### src/rtl/muldiv_pkg.sv
// Shared types and sizing for the iterative multiply/divide unit.
package muldiv_pkg;

    localparam int XLEN = 32;
    localparam int ITER = 32;

    typedef enum logic [1:0] {
        OP_MULT  = 2'd0,
        OP_MULTU = 2'd1,
        OP_DIV   = 2'd2,
        OP_DIVU  = 2'd3
    } op_t;

    typedef enum logic [1:0] {
        S_IDLE = 2'd0,
        S_CALC = 2'd1,
        S_FIX  = 2'd2
    } state_t;

endpackage

### src/rtl/muldiv.sv
// Iterative MULT/MULTU/DIV/DIVU: magnitudes in, one bit per cycle through a
// shared adder/subtractor, sign fix-up at the end, result held in hi/lo.
module muldiv #(
    parameter int XLEN = 32,
    parameter int ITER = 32
) (
    input  logic            clk,
    input  logic            rstn,
    input  logic            start,
    input  logic [1:0]      op,
    input  logic [XLEN-1:0] a,
    input  logic [XLEN-1:0] b,
    input  logic            flush,
    output logic            busy,
    output logic            done,
    output logic [XLEN-1:0] hi,
    output logic [XLEN-1:0] lo
);
    import muldiv_pkg::*;

    localparam int CW = $clog2(ITER);

    state_t            r_state;
    logic [CW-1:0]     r_cnt;
    logic              r_is_div;
    logic              r_neg_lo;
    logic              r_neg_hi;
    logic              r_dz;
    logic [XLEN-1:0]   r_acc_hi;
    logic [XLEN-1:0]   r_acc_lo;
    logic [XLEN-1:0]   r_b;
    logic              r_busy;
    logic              r_done;
    logic [XLEN-1:0]   r_hi;
    logic [XLEN-1:0]   r_lo;

    op_t               w_op;
    logic              w_signed;
    logic              w_div;
    logic              w_sa;
    logic              w_sb;
    logic [XLEN-1:0]   w_abs_a;
    logic [XLEN-1:0]   w_abs_b;
    logic [XLEN:0]     w_add_a;
    logic [XLEN:0]     w_add_b;
    logic [XLEN+1:0]   w_sum;
    logic [XLEN-1:0]   w_nxt_hi;
    logic [XLEN-1:0]   w_nxt_lo;
    logic [2*XLEN-1:0] w_prod;
    logic [2*XLEN-1:0] w_prod_fix;
    logic [XLEN-1:0]   w_q_fix;
    logic [XLEN-1:0]   w_r_fix;

    assign w_op     = op_t'(op);
    assign w_signed = (w_op == OP_MULT) || (w_op == OP_DIV);
    assign w_div    = (w_op == OP_DIV) || (w_op == OP_DIVU);
    assign w_sa     = w_signed & a[XLEN-1];
    assign w_sb     = w_signed & b[XLEN-1];
    assign w_abs_a  = w_sa ? (~a + 1'b1) : a;
    assign w_abs_b  = w_sb ? (~b + 1'b1) : b;

    // Divide subtracts via a + ~b + 1; bit XLEN+1 is then "no borrow".
    assign w_add_a = r_is_div ? {r_acc_hi, r_acc_lo[XLEN-1]} : {1'b0, r_acc_hi};
    assign w_add_b = r_is_div ? ~{1'b0, r_b} : {1'b0, r_b};
    assign w_sum   = {1'b0, w_add_a} + {1'b0, w_add_b} + {{(XLEN+1){1'b0}}, r_is_div};

    always_comb begin
        w_nxt_hi = r_acc_hi;
        w_nxt_lo = r_acc_lo;
        if (r_is_div) begin
            if (w_sum[XLEN+1]) begin
                w_nxt_hi = w_sum[XLEN-1:0];
                w_nxt_lo = {r_acc_lo[XLEN-2:0], 1'b1};
            end else begin
                w_nxt_hi = w_add_a[XLEN-1:0];
                w_nxt_lo = {r_acc_lo[XLEN-2:0], 1'b0};
            end
        end else if (r_acc_lo[0]) begin
            w_nxt_hi = w_sum[XLEN:1];
            w_nxt_lo = {w_sum[0], r_acc_lo[XLEN-1:1]};
        end else begin
            w_nxt_hi = {1'b0, r_acc_hi[XLEN-1:1]};
            w_nxt_lo = {r_acc_hi[0], r_acc_lo[XLEN-1:1]};
        end
    end

    // Divide by zero leaves remainder = |a|, which the sign fix turns back into a.
    assign w_prod     = {r_acc_hi, r_acc_lo};
    assign w_prod_fix = r_neg_lo ? (~w_prod + 1'b1) : w_prod;
    assign w_q_fix    = r_dz ? {XLEN{1'b1}} : (r_neg_lo ? (~r_acc_lo + 1'b1) : r_acc_lo);
    assign w_r_fix    = r_neg_hi ? (~r_acc_hi + 1'b1) : r_acc_hi;

    always_ff @(posedge clk or negedge rstn) begin
        if (!rstn) begin
            r_state  <= S_IDLE;
            r_cnt    <= '0;
            r_is_div <= 1'b0;
            r_neg_lo <= 1'b0;
            r_neg_hi <= 1'b0;
            r_dz     <= 1'b0;
            r_acc_hi <= '0;
            r_acc_lo <= '0;
            r_b      <= '0;
            r_busy   <= 1'b0;
            r_done   <= 1'b0;
            r_hi     <= '0;
            r_lo     <= '0;
        end else begin
            r_done <= 1'b0;
            case (r_state)
                S_IDLE: begin
                    if (start && !flush) begin
                        r_is_div <= w_div;
                        r_neg_lo <= w_sa ^ w_sb;
                        r_neg_hi <= w_sa;
                        r_dz     <= w_div && (b == '0);
                        r_acc_hi <= '0;
                        r_acc_lo <= w_abs_a;
                        r_b      <= w_abs_b;
                        r_cnt    <= '0;
                        r_busy   <= 1'b1;
                        r_state  <= S_CALC;
                    end
                end
                S_CALC: begin
                    if (flush) begin
                        r_busy  <= 1'b0;
                        r_state <= S_IDLE;
                    end else begin
                        r_acc_hi <= w_nxt_hi;
                        r_acc_lo <= w_nxt_lo;
                        r_cnt    <= r_cnt + 1'b1;
                        if (r_cnt == CW'(ITER-1))
                            r_state <= S_FIX;
                    end
                end
                S_FIX: begin
                    if (!flush) begin
                        if (r_is_div) begin
                            r_hi <= w_r_fix;
                            r_lo <= w_q_fix;
                        end else begin
                            r_hi <= w_prod_fix[2*XLEN-1:XLEN];
                            r_lo <= w_prod_fix[XLEN-1:0];
                        end
                        r_done <= 1'b1;
                    end
                    r_busy  <= 1'b0;
                    r_state <= S_IDLE;
                end
                default: begin
                    r_busy  <= 1'b0;
                    r_state <= S_IDLE;
                end
            endcase
        end
    end

    assign busy = r_busy;
    assign done = r_done;
    assign hi   = r_hi;
    assign lo   = r_lo;

endmodule

### config.mk
export PLATFORM = sky130hd
export DESIGN_NAME = muldiv
export DESIGN_NICKNAME = d
export VERILOG_FILES = /design/src/rtl/muldiv_pkg.sv /design/src/rtl/muldiv.sv
export SDC_FILE = /design/constraint.sdc
export NUM_CORES = 1
export LEC_CHECK = 0
export ABC_CLOCK_PERIOD_IN_PS = 4900
export CORE_MARGIN = 1
export CORE_UTILIZATION = 50
export CTS_CLUSTER_SIZE = 12
export DETAILED_ROUTE_END_ITERATION = 10
export PLACE_DENSITY = 0.81
export SLEW_MARGIN = 20
export SYNTH_ARGS = -nofsm -noshare
export SYNTH_HDL_FRONTEND = slang
export SYNTH_SLANG_ARGS = --single-unit
export TNS_END_PERCENT = 1
### constraint.sdc
create_clock -name clk -period 4.9 [get_ports clk]
set_clock_uncertainty 0.05 [all_clocks]
set_input_delay 0.735 -clock clk [delete_from_list [all_inputs] [get_ports clk]]
set_output_delay 0.735 -clock clk [all_outputs]
set_load 0.01 [all_outputs]
**Run 1: signal wires by layer**

The bar under the picture is 50 µm long. Two of the layers only.
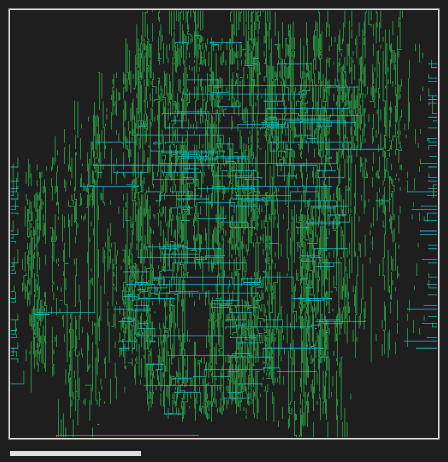
color	layer	wire length
green	M2	16,000 µm
cyan	M3	2,560 µm

**Run 1: wire density map**

The bar under the picture is 50 µm long. The die is cut into 33 by 33 equal tiles; black is low, pale yellow is high, scaled to the fullest tile. Values are wire area over tile area, all layers added.
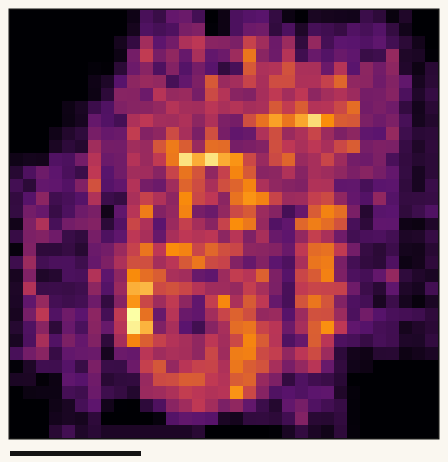
emptiest ninth of the die	north-west
mean over tiles	0.22
fullest tile	0.75
densest ninth of the die	center
tiles over half the peak	17%
nearly empty tiles	13%
via count: 12,300
total routed wirelength: 36,400 µm
DR WL/cell: 17.8 µm

==> flow_summary.yaml, run 1 <==
# yosys + openroad results
critical_path:
  worstSetupEndpointType: "register"
  cp_cell_sequence: "buf_4 > xor2_1 > ha_1 > a21oi_1 > o21ai_0 > nor3_1 > nand3_1 > a21oi_1 > nand2_1 > o221ai_1 > o21ai_0"
  crit_slowest_cell: "dfrtp_4"
  crit_type: "reg2reg"
  cp.arrival_ns: 4.76
  slowest_delay_ns: 0.94
  r2r-end: "r_acc_hi[24]"
  start_kind: "register"
  crit_fanout: 67
cells_and_area:
  final_layout_top_logic_cells: "244 x nand2_1, 220 x o21ai_0, 172 x dfrtp_1, 137 x nor2_1, 134 x clkdlybuf4s50_1"
  final_area_um2: 15200
  layout-drive-gt1-share_pct: 6.52
  final_net_count: 1813
  area_delta_synth_final_pct: 16.4
  layout.cells.most_common: "nand2_1"
  diodes: 0
synthesis:
  syn_inst: 1649
  top_cell: "nand2_1"
  ys_sh_xor_pct: 12.0
  ys_sh_mux_pct: 5.53
  edf_count: 0
  area_leaders: "dfrtp_1 33%, o21ai_0 8.4%, nand2_1 7.0%, xor2_1 7.0%, xnor2_1 5.0%"
  top_logic_kind: "AND-OR/OR-AND gates"
  fa_ha_area_share_pct: 3.69
  syn_avg_cell_area_um2: 7.94
  ys_area_um2: 13100
  synth-simple-area-share_pct: 19.1
  netlist_area_um2: 13100
  yosys-stat-cells: 1649
  async_reset_ff_share_pct: 100
  ys_types: 70
place:
  port_buffers: 135
  placed_area_um2: 14600
  place_congestion: 0.966
  placed_cells: 2015
global_route:
  grt_antenna_before_repair: 0
  grt_max_degree: 96
  grt_use_total_pct: 27.2
  grt_pass1_vias: 11300
  grt_overflow: 0
timing:
  tightest_slew_ns: 0.934
  setup_viol: 0
  whs_ns: 0.299
  hold_viol: 0
  final_min_period_over_clock_period_pct: 91.7
  min_period_ns: 4.50
routing:
  drc_errors: 0
  drtIter0Drc: 1376
  vias_per_cell: 6.00
floorplan:
  chip_area_um2: 26800
  fp_util_pct: 51.5
  die_w_um: 164
  core_um2: 25400
power_and_ir_drop:
  power_frac_seq_pct: 29.4
  swShare_pct: 47.9
  pwr-share-clk_pct: 19.8
  leakage_nw: 6.39
clocking:
  insertion_delay_ns: 0.45
  ctsResizeCount: 0
  cts_hold_buf: 0
  cts_max_path_buffers: 2
  cts_buffers: 17
  clock_sink_count: 173
  cts_root_buffer: "clkbuf_16"
  htree_levels: 4
  cts_tree: "built"
flow_run:
  drv_cap: 0
worst_hold_path:
  hp-class: "in2async"
status:
  status: "complete, no violations"
**Run 1: cell classes on the final placement**

Fill, decap, tap and diode cells in gray.
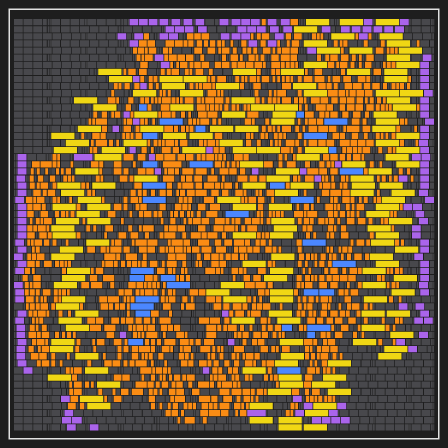
color	class	cells
orange	remaining logic cells	1,359
purple	remaining buffers and delay cells	154
yellow	registers	173
blue	clock drivers and dummy loads	32

==> run 1: worst max-delay path by stage <==
stage	start	to	slack, ns	depth (start not counted)
after floorplan	r_is_div	r_acc_hi[0]	0.71	15
after global placement	r_is_div	r_acc_hi[29]	0.75	10
after detailed placement	r_is_div	r_acc_hi[17]	0.65	11
after CTS	r_is_div	r_acc_hi[24]	0.60	11
after global routing	r_is_div	r_acc_hi[24]	0.31	11
final	r_is_div	r_acc_hi[24]	0.40	11
==> run 1: metrics by stage <==
stage / utilization (%) / worst slack [ns]
3_5_place_dp: 57.4 / 0.653
5_1_grt: 60.0 / 0.305
6_report: 60.0 / 0.405
2_1_floorplan: - / 0.706
4_1_cts: 59.9 / 0.595
3_3_place_gp: 57.4 / 0.748
==> run 1: per-layer routing <==
metal	wire length (µm)	track usage (%)	vias to the layer above
met3	2560	3.89	51
li1	-	-	5965
met4	684	7.83	0
met2	16000	41.1	491
met5	0	0	-
met1	17100	40.0	5777
==> run 1: area by class of cell <==
| type | instances | area, µm² |
|---|---|---|
| tap | 330 | 413 |
| clock inverter | 15 | 204 |
| fill | 2306 | 10200 |
| sequential | 173 | 4330 |
| multi-input combinational | 1330 | 8230 |
| timing repair buffer | 154 | 1520 |
| clock buffer | 17 | 425 |
| inverter | 29 | 109 |
==> run 1: power groups by stage <==
stage / registers (mW) / clock network (mW) / logic [mW]
after floorplan: 1.82 / 0 / 2.96
after global placement: 2.15 / 0 / 3.60
after detailed placement: 2.16 / 0 / 3.63
after CTS: 2.13 / 1.46 / 3.67
after global routing: 2.20 / 1.52 / 4.09
final: 2.17 / 1.46 / 3.75
**Run 1: close-up of the layout**

The bar under the picture is 20 µm long. Region (16, 16) to (66, 66) µm. Cells in gray, sequential cells in the stronger gray; small squares are vias.
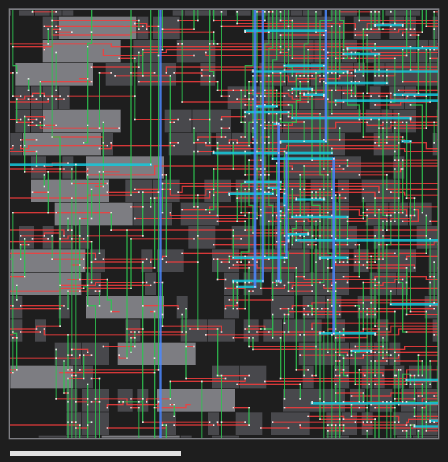

==> run 2: changes to the inputs <==
--- a/config.mk
+++ b/config.mk
@@ -6,11 +6,13 @@
 export NUM_CORES = 1
 export LEC_CHECK = 0
 export ABC_CLOCK_PERIOD_IN_PS = 4900
+export CELL_PAD_IN_SITES_DETAIL_PLACEMENT = 1
+export CELL_PAD_IN_SITES_GLOBAL_PLACEMENT = 1
 export CORE_MARGIN = 1
-export CORE_UTILIZATION = 50
+export CORE_UTILIZATION = 44
 export CTS_CLUSTER_SIZE = 12
 export DETAILED_ROUTE_END_ITERATION = 10
-export PLACE_DENSITY = 0.81
+export PLACE_DENSITY = 0.92
 export SLEW_MARGIN = 20
 export SYNTH_ARGS = -nofsm -noshare
 export SYNTH_HDL_FRONTEND = slang
**Run 2: close-up of the layout**

The bar under the picture is 20 µm long. Region (19, 19) to (69, 69) µm. Cells in gray, sequential cells in the stronger gray; small squares are vias.
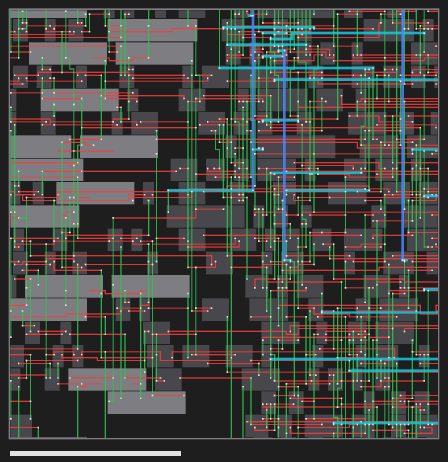
color	layer
red	M1
blue	M4
green	M2
cyan	M3
most frequent	nand2_1 (28), o21ai_0 (22), xor2_1 (15)
cells with their middle in the window	152
sequential cells in the window	14
netlist names of flops here include	r_b (13), r_is_div (1)

**Run 2: cell classes on the final placement**

Fill, decap, tap and diode cells in gray.
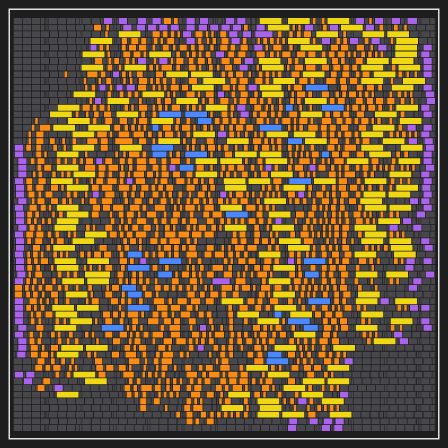
color	class	cells
purple	remaining buffers and delay cells	156
yellow	registers	173
blue	clock drivers and dummy loads	32
orange	remaining logic cells	1,359

**Run 2: signal wires by layer**

The bar under the picture is 50 µm long. Two of the layers only.
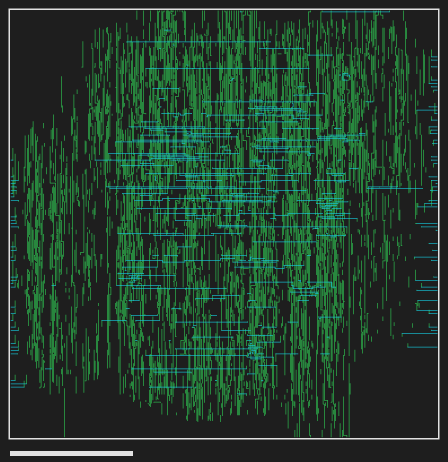
color	layer	wire length
cyan	M3	2,910 µm
green	M2	20.7 mm
DR WL/cell: 21.2 µm
total routed wirelength: 44,600 µm
Tot GR Track Use: 29.7%
via count: 12,900

==> run 2 against run 1 <==
Net effect:
- sequential power rose by 2%
- combinational power is 5.9% higher
- final cell count is 2.7% higher
- wire length rose by 23%
- clock power barely moved
- critical path depth did not move
==> flow_summary.yaml, run 2 <==
# yosys + openroad results
flow_run:
  warnings: 28
  drv_cap: 0
routing:
  top_layer_used: "met4"
  drc_errors: 0
  dr.pass1.iters: 5
  wl_met2_um: 20700
  drtIter0Drc: 1234
  vias_per_cell: 6.13
  met1_length_um: 19800
  ant_nets: 0
  met3_length_um: 2910
timing:
  tightest_slew_ns: 0.966
  setup_viol: 0
  drv_slew: 0
  grt_setup_unrepaired: "no"
  setup_slack_ns: 0.437
  hold_viol: 0
  min_period_ns: 4.46
  max_freq_ghz: 0.224
  whs_ns: 0.207
  final_min_period_over_clock_period_pct: 91.1
  tns_ns: 0
power_and_ir_drop:
  leakage_nw: 6.39
  swShare_pct: 49.5
  power_density_nw_per_um2: 499
  cellInternalPower_mw: 3.86
  switchingPower_mw: 3.78
  pwr-share-clk_pct: 19.2
  power_frac_seq_pct: 28.9
  power_frac_comb_pct: 51.9
  ir_drop_v: 0.000346
  power_mw: 7.64
synthesis:
  yosys-stat-cells: 1649
  top_cell: "nand2_1"
  syn_inst: 1649
  syn_avg_cell_area_um2: 7.94
  yosysWarnings: 0
  edf_count: 0
  ys_ff: 173
  common_cells: "245 x nand2_1, 220 x o21ai_0, 173 x dfrtp_1, 138 x nor2_1, 118 x a21oi_1"
  ys_seq_share_pct: 33.1
  ff_type: "dfrtp_1"
  area_leaders: "dfrtp_1 33%, o21ai_0 8.4%, nand2_1 7.0%, xor2_1 7.0%, xnor2_1 5.0%"
  fp_nets: 1757
  ys_types: 70
  async_reset_ff_share_pct: 100
  synth_top_area_share_pct: 33.1
  ys_area_um2: 13100
  synth.largest_area_cell: "dfrtp_1"
  netlist_area_um2: 13100
cells_and_area:
  layout-drive-gt1-share_pct: 6.63
  final_layout_top_logic_cells: "244 x nand2_1, 220 x o21ai_0, 172 x dfrtp_1, 137 x nor2_1, 134 x clkdlybuf4s50_1"
  fin_util_pct: 52.8
  diodes: 0
  final_cells: 2104
  area_delta_synth_final_pct: 17.1
  nFillCells: 3515
  final_area_um2: 15300
  mi_logic_area_um2: 8230
  regArea_um2: 4330
  final_net_count: 1815
  layout.cells.most_common: "nand2_1"
floorplan:
  dieHeight_um: 174
  chip_area_um2: 30400
  die_w_um: 174
  fp_util_pct: 45.1
  core_um2: 29000
  ios: 136
  rows: 62
worst_hold_path:
  hp-class: "in2async"
clocking:
  cts_buffers: 17
  clock_sink_count: 173
  cts_root_buffer: "clkbuf_16"
  post_cts_buffers: 0
  insertion_delay_ns: 0.46
  htree_levels: 4
  ctsResizeCount: 0
  cts_tree: "built"
  cts_max_path_buffers: 2
  cts_hold_buf: 0
place:
  placed_area_um2: 14700
  port_buffers: 135
  dp_slack_ns: 0.628
  dpl.hpwl_um: 32500
  placed_cells: 2072
  place_congestion: 0.934
critical_path:
  cp.arrival_ns: 4.74
  crit_fanout: 45
  crit_type: "reg2reg"
  start_kind: "register"
  r2r-start: "r_is_div"
  rr_worst_depth: 11
  r2r-end: "r_acc_hi[17]"
  endpoint: "r_acc_hi[17]"
  critPathLaunch: "r_is_div"
  worstSetupEndpointType: "register"
  rrSetupSlack_ns: 0.44
global_route:
  grt_max_degree: 108
  grt_overflow: 0
  grt_pass1_vias: 13400
  grt_antenna_before_repair: 0
status:
  status: "complete, no violations"
## run 2: cell counts after synthesis
No cell type changed its count.
## run 2: layer usage
layer	track usage, %	vias up
met1	41.1	6324
met2	47.7	507
li1	-	5982
met4	9.72	0
met3	3.87	94
met5	0	-
## run 2: layout make-up
class | instances | area share (%)
Inverter | 29 | 0.710
Tap cell | 384 | 3.13
Sequential cell | 173 | 28.3
Timing Repair Buffer | 156 | 10.0
Clock buffer | 17 | 2.78
Clock inverter | 15 | 1.39
Multi-Input combinational cell | 1330 | 53.7
## run 2: kinds of logic (layout without fill, tap and decap cells)
| kind of cell | after synthesis | after routing | synth area share, % |
|---|---|---|---|
| mux | 68 | 68 | 5.53 |
| compound gates | 498 | 498 | 22.4 |
| simple gates | 547 | 547 | 19.1 |
| fa+ha+maj | 38 | 38 | 3.69 |
| buf+inv | 146 | 217 | 4.19 |
| flops | 173 | 173 | 33.1 |
| xor+xnor | 179 | 179 | 12.0 |
## run 2: power by group through the flow
stage | combinational [mW] | clock (mW) | sequential (mW)
3_5_place_dp | 3.80 | 0 | 2.18
2_1_floorplan | 2.96 | 0 | 1.82
5_1_grt | 4.34 | 1.52 | 2.23
3_3_place_gp | 3.64 | 0 | 2.16
4_1_cts | 3.89 | 1.47 | 2.17
6_report | 3.97 | 1.46 | 2.21
## run 2: critical path, cell delays in order, from the launching register on
cell and delay [ns]:
dfrtp_4 0.83, buf_12 0.31, mux2_2 0.36, ha_1 0.39, nand4_1 0.26, nor3_1 0.12, a22oi_1 0.36, nand3_1 0.27
a21oi_1 0.38, nand2_1 0.49, o221ai_1 0.36, o21ai_0 0.14
Power and IR drop assume default switching activity.
